**src/rtl/score_digit_scanner_pkg.sv**
```systemverilog
// Shared definitions for the score display path: digit geometry, score ceiling,
// converter FSM encoding and the double-dabble nibble correction.
package score_digit_scanner_pkg;

  localparam int NUM_DIGITS      = 4;
  localparam int BCD_W           = 4;
  localparam int MAX_SCORE       = 9999;
  localparam int DEFAULT_SCORE_W = 14;
  localparam int ITERATIONS      = DEFAULT_SCORE_W;
  localparam int IDX_W           = 2;
  localparam int DISP_W          = NUM_DIGITS * BCD_W;

  typedef enum logic {
    IDLE  = 1'b0,
    SHIFT = 1'b1
  } conv_state_t;

  // Add 3 to every nibble that is 5 or more so the following shift carries correctly.
  function automatic logic [DISP_W-1:0] dabble_adjust(input logic [DISP_W-1:0] bcd);
    logic [DISP_W-1:0] res;
    res = bcd;
    for (int d = 0; d < NUM_DIGITS; d++) begin
      if (bcd[d*BCD_W +: BCD_W] >= 4'd5) begin
        res[d*BCD_W +: BCD_W] = bcd[d*BCD_W +: BCD_W] + 4'd3;
      end else begin
        res[d*BCD_W +: BCD_W] = bcd[d*BCD_W +: BCD_W];
      end
    end
    return res;
  endfunction

endpackage

```
**src/rtl/score_digit_scanner_bcd.sv**
```systemverilog
// Sequential binary-to-BCD converter: one shift-add-3 step per clock, SCORE_W steps.
// bcd_out carries the post-step scratch so the final digits can be taken on the done edge.
module bcd_double_dabble
  import score_digit_scanner_pkg::*;
#(
  parameter int SCORE_W = DEFAULT_SCORE_W
) (
  input  logic               clk,
  input  logic               rst,
  input  logic               start,
  input  logic [SCORE_W-1:0] bin_in,
  output logic               busy,
  output logic               done,
  output logic [DISP_W-1:0]  bcd_out
);

  localparam int ITER_W = $clog2(SCORE_W + 1);

  conv_state_t        state_r;
  logic [SCORE_W-1:0] bin_r;
  logic [DISP_W-1:0]  bcd_r;
  logic [ITER_W-1:0]  iter_r;

  logic [SCORE_W-1:0] sat_in_s;
  logic [DISP_W-1:0]  adj_s;
  logic [DISP_W-1:0]  next_bcd_s;
  logic [SCORE_W-1:0] next_bin_s;
  logic               last_s;

  // Clamp the score and compute one double-dabble step from the current scratch.
  always_comb begin
    sat_in_s   = bin_in;
    adj_s      = dabble_adjust(bcd_r);
    next_bcd_s = {adj_s[DISP_W-2:0], bin_r[SCORE_W-1]};
    next_bin_s = {bin_r[SCORE_W-2:0], 1'b0};
    last_s     = 1'b0;
    if (32'(bin_in) > 32'(MAX_SCORE)) begin
      sat_in_s = SCORE_W'(MAX_SCORE);
    end else begin
      sat_in_s = bin_in;
    end
    if ((state_r == SHIFT) && (iter_r == ITER_W'(SCORE_W - 1))) begin
      last_s = 1'b1;
    end else begin
      last_s = 1'b0;
    end
  end

  // Converter FSM: load on start while idle, then shift once per cycle.
  always_ff @(posedge clk) begin
    if (rst) begin
      state_r <= IDLE;
      bin_r   <= {SCORE_W{1'b0}};
      bcd_r   <= {DISP_W{1'b0}};
      iter_r  <= {ITER_W{1'b0}};
    end else begin
      case (state_r)
        IDLE: begin
          if (start) begin
            bin_r   <= sat_in_s;
            bcd_r   <= {DISP_W{1'b0}};
            iter_r  <= {ITER_W{1'b0}};
            state_r <= SHIFT;
          end
        end
        SHIFT: begin
          bin_r <= next_bin_s;
          bcd_r <= next_bcd_s;
          if (last_s) begin
            iter_r  <= {ITER_W{1'b0}};
            state_r <= IDLE;
          end else begin
            iter_r  <= iter_r + ITER_W'(1);
          end
        end
        default: begin
          state_r <= IDLE;
          iter_r  <= {ITER_W{1'b0}};
        end
      endcase
    end
  end

  assign busy    = (state_r == SHIFT);
  assign done    = last_s;
  assign bcd_out = next_bcd_s;

endmodule

```
**src/rtl/score_digit_scanner.sv**
```systemverilog
// Score display front end: converts a loaded score to BCD, holds it, and scans the
// four digits onto a shared nibble bus with active-low anodes and leading-zero blanking.
module score_digit_scanner
  import score_digit_scanner_pkg::*;
#(
  parameter int REFRESH_DIV = 100000,
  parameter int SCORE_W     = DEFAULT_SCORE_W
) (
  input  logic               clk,
  input  logic               rst,
  input  logic [SCORE_W-1:0] score,
  input  logic               score_valid,
  output logic               busy,
  output logic [BCD_W-1:0]   digit_bin,
  output logic [3:0]         an
);

  localparam int CNT_W = (REFRESH_DIV > 1) ? $clog2(REFRESH_DIV) : 1;

  logic [DISP_W-1:0] disp_r;
  logic [CNT_W-1:0]  scan_cnt_r;
  logic [IDX_W-1:0]  idx_r;

  logic              conv_done_s;
  logic [DISP_W-1:0] conv_bcd_s;
  logic              blank_s;

  bcd_double_dabble #(
    .SCORE_W (SCORE_W)
  ) u_conv (
    .clk     (clk),
    .rst     (rst),
    .start   (score_valid),
    .bin_in  (score),
    .busy    (busy),
    .done    (conv_done_s),
    .bcd_out (conv_bcd_s)
  );

  // Displayed digits change only when a conversion completes.
  always_ff @(posedge clk) begin
    if (rst) begin
      disp_r <= {DISP_W{1'b0}};
    end else if (conv_done_s) begin
      disp_r <= conv_bcd_s;
    end
  end

  // Free-running refresh divider; each wrap advances to the next digit slot.
  always_ff @(posedge clk) begin
    if (rst) begin
      scan_cnt_r <= {CNT_W{1'b0}};
      idx_r      <= {IDX_W{1'b0}};
    end else if (scan_cnt_r == CNT_W'(REFRESH_DIV - 1)) begin
      scan_cnt_r <= {CNT_W{1'b0}};
      idx_r      <= idx_r + IDX_W'(1);
    end else begin
      scan_cnt_r <= scan_cnt_r + CNT_W'(1);
    end
  end

  // A slot is blank when it and every more significant digit are zero; ones never blanks.
  always_comb begin
    blank_s = 1'b0;
    case (idx_r)
      2'd0:    blank_s = 1'b0;
      2'd1:    blank_s = (disp_r[15:4]  == 12'd0);
      2'd2:    blank_s = (disp_r[15:8]  == 8'd0);
      2'd3:    blank_s = (disp_r[15:12] == 4'd0);
      default: blank_s = 1'b0;
    endcase
  end

  // Slot outputs are pure decodes of the held digits and the scan index.
  always_comb begin
    digit_bin = disp_r[idx_r*BCD_W +: BCD_W];
    if (blank_s) begin
      an = 4'b1111;
    end else begin
      an = ~(4'b0001 << idx_r);
    end
  end

endmodule

```
**config.mk**
```make
export PLATFORM = sky130hd
export DESIGN_NAME = score_digit_scanner
export DESIGN_NICKNAME = d
export VERILOG_FILES = /design/src/rtl/score_digit_scanner_pkg.sv /design/src/rtl/score_digit_scanner_bcd.sv /design/src/rtl/score_digit_scanner.sv
export SDC_FILE = /design/constraint.sdc
export NUM_CORES = 1
export LEC_CHECK = 0
export CAP_MARGIN = 20
export CORE_MARGIN = 1.5
export CORE_UTILIZATION = 50
export DETAILED_ROUTE_END_ITERATION = 8
export HOLD_SLACK_MARGIN = 0.05
export MAX_ROUTING_LAYER = met4
export PLACE_DENSITY_LB_ADDON = 0.2
export SLEW_MARGIN = 10
export SYNTH_ARGS = -nofsm -noshare
export SYNTH_HDL_FRONTEND = slang
export SYNTH_SLANG_ARGS = --single-unit
export TNS_END_PERCENT = 1
```
**constraint.sdc**
```tcl
create_clock -name clk -period 1.9 [get_ports clk]
set_input_delay 0.19 -clock clk [delete_from_list [all_inputs] [get_ports clk]]
set_output_delay 0.19 -clock clk [all_outputs]
set_load 0.005 [all_outputs]
```
**Clock wires, drivers and flops**

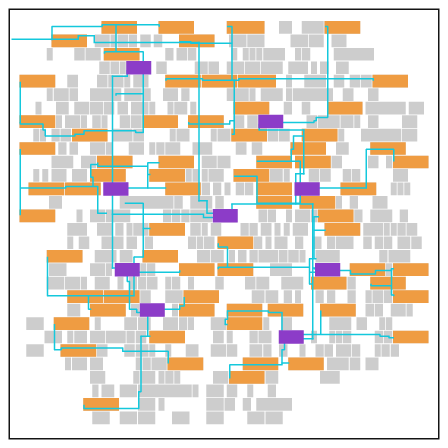
- purple: clock-net drivers (count 9)
- cyan: clock wires (length 884 µm)
- orange: flip-flops (count 70)
- flops lie: widely spread
- routed clock nets: 10
clk latency late pin: 0.35 ns
Clk power: 1.34 mW

==> ci_impl_report.md <==
## PnR job results

| Metric | Value |
|---|---|
| Syn Nets | 440 |
| 1st-pass router iterations | 4 |
| Buffering overhead | 9.141% |
| Worst setup endpoint | an[3] |
| Final instance area | 4106 µm² |
| Die span in y | 86.47 µm |
| Biggest regs | scan_cnt_r: 17 flops, disp_r: 16 flops, u_conv.bcd_r: 16 flops |
| Log Warnings | 37 |
| Critical path startpoint | idx_r[1] |
| Run status | complete, no violations |
| Met1 WL | 3.558 mm |
| Setup ws final | 0.009937 ns |
| Synth mux share | 5.065% |
| Sw Share | 22.21% |
| Most used cell, CP | nand2_1 |
| AND-OR/OR-AND Cells, Area Fraction | 15.48% |
| Cell depth of the worst setup path | 6 |
| Worst EP arrival | 1.70 ns |
| WL met3 | 156 µm |
| Via density | 5.708 |
| Hold path depth | 3 |
| Flip-flops | 70 |
| Logic share of the area | 46.92% |
| Final net count | 470 |
| CP top delay family | buffers and inverters |
| Final Hold Violating Endpoints | 0 |
| GR Util met2 | 38.78% |
| TAP cells | 80 |
| Final std cells w/o fill | 521 |
| Number of placed instances, taps included | 506 |
| Area-dominant class | combinational gates |
| Total CTS buffers | 9 |
| Final Wtd Congestion | 0.7995 |
| LEAKAGE | 1.467 nW |
| Crit path kind | reg -> out |
| Critical register-to-register path startpoint | scan_cnt_r[6] |
| Port Buf Inserts | 25 |
| Xor/xnor share | 4.274% |
| Pin count of the biggest net entering global routing | 30 |
| Critical path's largest stage delay | 0.49 ns |
| Comb power frac | 7.2% |
| Tightest Pin Transition | 0.5839 ns |
| Final Critical Period | 1.890 ns |
| Seq share, synth | 40.23% |
| Met3 GRT Util | 4.000% |
**Signal wires on met1**

Supply wires on this layer in grey.
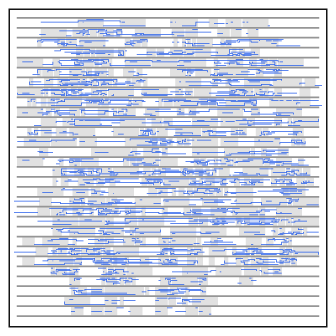
- wire length on this layer: 3560 µm
- nets with wire on the layer: 434
met1 Use GR: 27.88%
Total Wirelength: 7.689 mm

## synthesized netlist by cell type (all sizes together)
cell type  count
ha            16
nor4           6
nand4          6
clkinv         1
a2bb2oi        1
dfxtp         70
nor4b          1
and4           1
nand2b        16
a21oi         28
a31oi          1
a41oi          1
a211oi         3
inv           20
nand3         20
a31o           1
nand2         15
mux2           5
or2            5
nand3b         2
nor3b         10
or3            6
o2111a         1
o21ai         24
a221oi         7
o31ai          2
mux4           4
buf            6
and4bb         1
nor2          54
and2           3
or4            2
o22ai          8
xnor2         11
nor3           9
nor4bb         1
a21o           1
a311oi         9
xor2           6
and3           2
mux2i          3
nor2b          3
clkbuf        15
Power and IR drop assume default switching activity.
